### src/rtl/mdu_pkg.sv
// rtl/mdu_pkg.sv - shared encodings and defaults for the multiply/divide unit
//
// Purpose : op encodings, FSM state encoding and default sizing shared by
//           mdu_hilo and mdu_step.
package mdu_pkg;

    localparam int MDU_WIDTH = 32;
    // One result bit is produced per iteration, so the default iteration
    // count tracks the operand width.
    localparam int MDU_ITERS = MDU_WIDTH;

    typedef enum logic [1:0] {
        MDU_MULT  = 2'b00,
        MDU_MULTU = 2'b01,
        MDU_DIV   = 2'b10,
        MDU_DIVU  = 2'b11
    } mdu_op_e;

    typedef enum logic [1:0] {
        MDU_IDLE = 2'b00,
        MDU_ITER = 2'b01,
        MDU_FIX  = 2'b10
    } mdu_state_e;

endpackage

### src/rtl/mdu_step.sv
// rtl/mdu_step.sv - one shift-add or restoring-subtract iteration
//
// Purpose : combinational single step of the iterative multiply/divide.
// Ports   : i_acc     [2W:0]  current accumulator
//                               multiply: {1'b0, partial_hi, multiplier/low bits}
//                               divide  : {remainder[W:0], dividend/quotient bits}
//           i_operand [W-1:0] multiplicand (multiply) or divisor (divide) magnitude
//           i_is_div          1 selects the divide step
//           o_acc     [2W:0]  accumulator after this step
module mdu_step
    import mdu_pkg::*;
#(
    parameter int WIDTH = MDU_WIDTH
) (
    input  logic [2*WIDTH:0]  i_acc,
    input  logic [WIDTH-1:0]  i_operand,
    input  logic              i_is_div,
    output logic [2*WIDTH:0]  o_acc
);

    // Multiply: add the multiplicand into the upper half when the current
    // multiplier bit is set, then shift the whole product right by one.
    // The upper field is WIDTH+1 wide so the carry of the add is kept.
    logic [WIDTH:0]   w_sum;
    logic [2*WIDTH:0] w_mul_next;

    assign w_sum      = i_acc[2*WIDTH:WIDTH] + (i_acc[0] ? {1'b0, i_operand} : '0);
    assign w_mul_next = {1'b0, w_sum, i_acc[WIDTH-1:1]};

    // Divide: shift the next dividend bit into the remainder, try the
    // subtraction one bit wider so the borrow is visible, keep the
    // difference only when there was no borrow.
    logic [WIDTH:0]   w_shifted;
    logic [WIDTH+1:0] w_diff;
    logic             w_borrow;
    logic [2*WIDTH:0] w_div_next;

    assign w_shifted  = {i_acc[2*WIDTH-1:WIDTH], i_acc[WIDTH-1]};
    assign w_diff     = {1'b0, w_shifted} - {2'b00, i_operand};
    assign w_borrow   = w_diff[WIDTH+1];
    assign w_div_next = {(w_borrow ? w_shifted : w_diff[WIDTH:0]),
                         i_acc[WIDTH-2:0], ~w_borrow};

    assign o_acc = i_is_div ? w_div_next : w_mul_next;

endmodule

### src/rtl/mdu_hilo.sv
// rtl/mdu_hilo.sv - iterative multiply/divide unit with HI/LO registers
//
// Purpose : executes MULT/MULTU/DIV/DIVU one result bit per cycle on operand
//           magnitudes, fixes signs in a final cycle and writes HI/LO.
//           MTHI/MTLO write HI/LO directly when the unit is idle.
// Ports   : clk, rst_n          clock, async active-low reset
//           start, op[1:0]      request and operation, sampled when idle
//           input1, input2      rs (multiplicand/dividend), rt (multiplier/divisor)
//           mthi, mtlo, wdata   direct HI/LO writes
//           busy                operation in flight (ITER or FIX)
//           done, div_by_zero   one-cycle pulses after the result is written
//           hi, lo              architectural HI/LO
module mdu_hilo
    import mdu_pkg::*;
#(
    parameter int WIDTH = MDU_WIDTH,
    parameter int ITERS = WIDTH
) (
    input  logic             clk,
    input  logic             rst_n,
    input  logic             start,
    input  logic [1:0]       op,
    input  logic [WIDTH-1:0] input1,
    input  logic [WIDTH-1:0] input2,
    input  logic             mthi,
    input  logic             mtlo,
    input  logic [WIDTH-1:0] wdata,
    output logic             busy,
    output logic             done,
    output logic             div_by_zero,
    output logic [WIDTH-1:0] hi,
    output logic [WIDTH-1:0] lo
);

    localparam int CW = $clog2(ITERS + 1);
    localparam int AW = 2 * WIDTH + 1;

    mdu_state_e       r_state;
    mdu_state_e       w_next_state;
    logic [AW-1:0]    r_acc;
    logic [AW-1:0]    w_step_acc;
    logic [WIDTH-1:0] r_operand;
    logic             r_sign1;
    logic             r_sign2;
    logic             r_is_div;
    logic [CW-1:0]    r_count;
    logic [WIDTH-1:0] r_hi;
    logic [WIDTH-1:0] r_lo;
    logic             r_done;
    logic             r_dbz;

    // Operand decode at start: unsigned ops keep the raw value and sign 0.
    logic             w_signed_op;
    logic             w_start_div;
    logic             w_start_dbz;
    logic             w_sign1;
    logic             w_sign2;
    logic [WIDTH-1:0] w_mag1;
    logic [WIDTH-1:0] w_mag2;

    assign w_signed_op = (op == MDU_MULT) || (op == MDU_DIV);
    assign w_start_div = (op == MDU_DIV) || (op == MDU_DIVU);
    assign w_start_dbz = w_start_div && (input2 == '0);
    assign w_sign1     = w_signed_op & input1[WIDTH-1];
    assign w_sign2     = w_signed_op & input2[WIDTH-1];
    assign w_mag1      = w_sign1 ? -input1 : input1;
    assign w_mag2      = w_sign2 ? -input2 : input2;

    mdu_step #(
        .WIDTH (WIDTH)
    ) u_step (
        .i_acc     (r_acc),
        .i_operand (r_operand),
        .i_is_div  (r_is_div),
        .o_acc     (w_step_acc)
    );

    // Sign fix and result selection, consumed in FIX.
    logic [2*WIDTH-1:0] w_prod;
    logic [2*WIDTH-1:0] w_prod_fixed;
    logic [WIDTH-1:0]   w_quo;
    logic [WIDTH-1:0]   w_rem;
    logic               w_fix_dbz;
    logic [WIDTH-1:0]   w_fix_hi;
    logic [WIDTH-1:0]   w_fix_lo;

    assign w_prod       = r_acc[2*WIDTH-1:0];
    assign w_prod_fixed = (r_sign1 ^ r_sign2) ? -w_prod : w_prod;
    assign w_quo        = r_acc[WIDTH-1:0];
    assign w_rem        = r_acc[2*WIDTH-1:WIDTH];
    assign w_fix_dbz    = r_is_div && (r_operand == '0);

    always_comb begin
        w_fix_hi = w_prod_fixed[2*WIDTH-1:WIDTH];
        w_fix_lo = w_prod_fixed[WIDTH-1:0];
        if (w_fix_dbz) begin
            // ITER was skipped, so the low field still holds |dividend|;
            // re-applying the sign recovers the raw input1.
            w_fix_hi = r_sign1 ? -w_quo : w_quo;
            w_fix_lo = '1;
        end else if (r_is_div) begin
            w_fix_hi = r_sign1 ? -w_rem : w_rem;
            w_fix_lo = (r_sign1 ^ r_sign2) ? -w_quo : w_quo;
        end
    end

    always_ff @(posedge clk or negedge rst_n) begin
        if (!rst_n) begin
            r_state <= MDU_IDLE;
        end else begin
            r_state <= w_next_state;
        end
    end

    always_comb begin
        w_next_state = r_state;
        case (r_state)
            MDU_IDLE: begin
                if (start) begin
                    w_next_state = w_start_dbz ? MDU_FIX : MDU_ITER;
                end
            end
            MDU_ITER: begin
                if (r_count == CW'(ITERS - 1)) begin
                    w_next_state = MDU_FIX;
                end
            end
            MDU_FIX: begin
                w_next_state = MDU_IDLE;
            end
            default: begin
                w_next_state = MDU_IDLE;
            end
        endcase
    end

    always_ff @(posedge clk or negedge rst_n) begin
        if (!rst_n) begin
            r_acc     <= '0;
            r_operand <= '0;
            r_sign1   <= 1'b0;
            r_sign2   <= 1'b0;
            r_is_div  <= 1'b0;
            r_count   <= '0;
            r_hi      <= '0;
            r_lo      <= '0;
            r_done    <= 1'b0;
            r_dbz     <= 1'b0;
        end else begin
            r_done <= 1'b0;
            r_dbz  <= 1'b0;
            case (r_state)
                MDU_IDLE: begin
                    if (start) begin
                        r_is_div <= w_start_div;
                        r_sign1  <= w_sign1;
                        r_sign2  <= w_sign2;
                        r_count  <= '0;
                        // Multiply iterates over the multiplier bits held in
                        // the low field; divide shifts the dividend out of it.
                        if (w_start_div) begin
                            r_operand <= w_mag2;
                            r_acc     <= {{(WIDTH + 1){1'b0}}, w_mag1};
                        end else begin
                            r_operand <= w_mag1;
                            r_acc     <= {{(WIDTH + 1){1'b0}}, w_mag2};
                        end
                    end else begin
                        if (mthi) begin
                            r_hi <= wdata;
                        end
                        if (mtlo) begin
                            r_lo <= wdata;
                        end
                    end
                end
                MDU_ITER: begin
                    r_acc   <= w_step_acc;
                    r_count <= r_count + CW'(1);
                end
                MDU_FIX: begin
                    r_hi   <= w_fix_hi;
                    r_lo   <= w_fix_lo;
                    r_done <= 1'b1;
                    r_dbz  <= w_fix_dbz;
                end
                default: begin
                end
            endcase
        end
    end

    assign busy        = (r_state != MDU_IDLE);
    assign done        = r_done;
    assign div_by_zero = r_dbz;
    assign hi          = r_hi;
    assign lo          = r_lo;

endmodule

### config.mk
export PLATFORM = sky130hd
export DESIGN_NAME = mdu_hilo
export DESIGN_NICKNAME = d
export VERILOG_FILES = /design/src/rtl/mdu_pkg.sv /design/src/rtl/mdu_step.sv /design/src/rtl/mdu_hilo.sv
export SDC_FILE = /design/constraint.sdc
export NUM_CORES = 1
export LEC_CHECK = 0
export CORE_AREA = 8 8 253 158
export CTS_BUF_LIST = sky130_fd_sc_hd__clkbuf_4
export CTS_CLUSTER_SIZE = 25
export DETAILED_ROUTE_END_ITERATION = 10
export DIE_AREA = 0 0 261 166
export GPL_TIMING_DRIVEN = 0
export HOLD_SLACK_MARGIN = 0.12
export PLACE_DENSITY = 0.73
export SLEW_MARGIN = 40
export SYNTH_ARGS = -nofsm -noshare
export SYNTH_HDL_FRONTEND = slang
export SYNTH_SLANG_ARGS = --single-unit
### constraint.sdc
create_clock -name clk -period 7.6 [get_ports clk]
set_clock_uncertainty 0.2 [all_clocks]
set_input_delay 0.76 -clock clk [delete_from_list [all_inputs] [get_ports clk]]
set_output_delay 0.76 -clock clk [all_outputs]
set_load 0.05 [all_outputs]
**Sizing map**

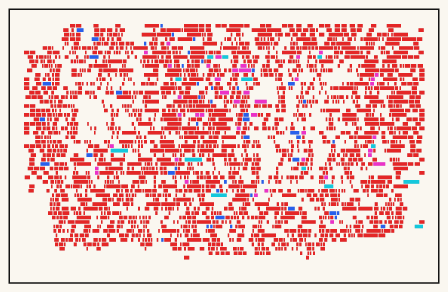
colour	size	cells	share
red	drive 1 or less	2,158	96%
cyan	drive 6 and up	13	0.58%
magenta	drive 3 to 4	40	1.8%
blue	drive 2	47	2.1%
synthesis-to-finish area growth: 16.7%
final worst slack: 2450 ps
number of non-clock buffers: 330
post-layout instance area: 0.0187 mm2

**Routing congestion map**

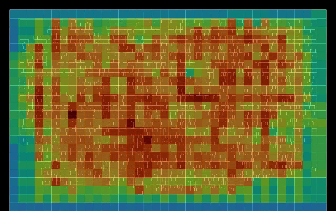
wire length per cell: 25.6 um
GRT met2 Usage: 0.402

**Wire density map**

Scale bar: 100 um. The die is cut into 26 by 17 equal tiles; dark purple is low, yellow is high, scaled to the fullest tile. Values are wire area over tile area, all layers added.
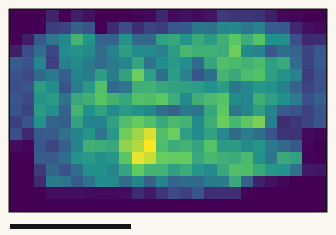
tiles over half the peak	34%
fullest tile	0.78
mean over tiles	0.28
Total GRT Usage: 0.314
detailed-route via count: 17,600

**Nets reached from selected ports**

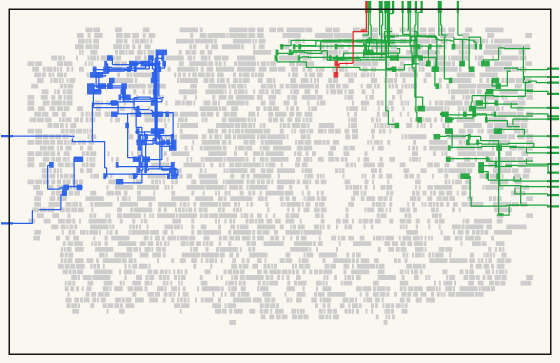
colour	port	bits	direction	edge	end cells	buffers	wire
green	wdata	32	input	16 top, 16 right	64	32	2,100 um
blue	op	2	input	left	95	11	1,040 um
red	mtlo	1	input	top	2	1	48.3 um
IO Port Bufs: 168
I/O pins: 170

==> Changelog: implementation <==
## Flow update

* Max Cap Viol at 0
* Synth Area in Adders at 0.0564
* Comb. pwr at 0.00614 W
* Sequential power share at 0.208
* Log Warnings at 27
* Total power at 0.00850 W
* Hold-fix buffers, CTS at 1
* Primary FF master, synth: dfrtp_1
* Top power group: combinational cells
* # setup viols final at 0
* M3 GR Usage at 0.120
* Outcome: finished clean
* P_clk at 0.000587 W
* Worst slew pin tran at 859 ps
* Chip Area at 0.0433 mm2
* Slew Viols, Final at 0
* GPL Wtd Cong at 1.02
* Syn. warnings at 0
* Number of fill cells in the layout at 3,603
* Placed cells at 2,709
* Fraction of registers with async set/reset at 1.00
* MUX area fraction at 0.0327
* Relative slew slack at 0.428
* Unrepaired setup endpoints after global routing: false
* Cells after synthesis at 2,055
* Num CTS Buffers at 17
* H-tree Lvls at 4
* Mapped Area at 0.0160 mm2
* Avg Synthesized Cell Area at 7.79 um2
* Placed cell area at 0.0184 mm2
* Leakage at 7.51 nW
* Synth area leader: dfrtp_1
* Hold Slack at 305 ps
* Wire length on met3 at 10,700 um
* Highest routed layer: met4
* Met1 GRT Util at 0.486
* RR Endpoint: r_acc[56]
* Initial antenna violation count at 1
* Synthesized registers at 174
[cell type report]
type                            count  area [um2]  share of cell area
Antenna cell                        3        7.51            0.000402
Buffer                            159         661              0.0353
Clock buffer                       18         135             0.00723
Clock inverter                     14         160             0.00857
Inverter                           59         221              0.0118
Multi-Input combinational cell   1663       10800               0.578
Sequential cell                   174        4350               0.233
Tap cell                          484         606              0.0324
Timing Repair Buffer              171        1750              0.0937
[placed cells by master (no fill, tap or decap), types with 12 or more instances in the layout]
cell type,n
buf_1,14
buf_2,20
a22oi_1,22
inv_1,58
o211ai_1,28
nor4_1,20
clkbuf_4,18
a221o_1,16
xor2_1,106
mux2i_1,49
clkdlybuf4s50_1,167
xnor2_1,99
o221ai_1,12
or4_1,13
a21oi_1,160
and3_1,17
nand3_1,35
dfrtp_1,174
a221oi_1,12
clkbuf_1,117
a211oi_1,39
nand2b_1,22
o21a_1,15
o31ai_1,25
or3_1,17
ha_1,69
nor2_1,174
nand2_1,242
a21o_1,43
a32oi_1,31
nand4_1,12
a31oi_1,29
o21ai_0,157
o21ai_1,33
nor3_1,36
[metrics by stage]
step | setup slack, ps | setup TNS [ps] | utilization
floorplan | 4070 | 0 | -
global placement | -1880 | -322220 | 0.500
detailed placement | 2860 | 0 | 0.502
CTS | 2810 | 0 | 0.510
global route | 2350 | 0 | 0.510
finish | 2450 | 0 | 0.511
[state kept, by name, summed over array words and instances (netlist names)]
signal	flops
r_is_div	1
r_state	2
div_by_zero	1
hi	32
r_acc	65
done	1
lo	32
r_operand	32
r_sign2	1
r_sign1	1
r_count	6
[critical path, delay by kind of cell (launching register included)]
family | cells | cell delay (ps)
flops | 1 | 400
xor+xnor | 1 | 320
compound gates | 7 | 2190
fa+ha+maj | 1 | 290
simple gates | 2 | 320
buf+inv | 4 | 1300
No activity file was given, so power comes from the tool's default toggle rates.
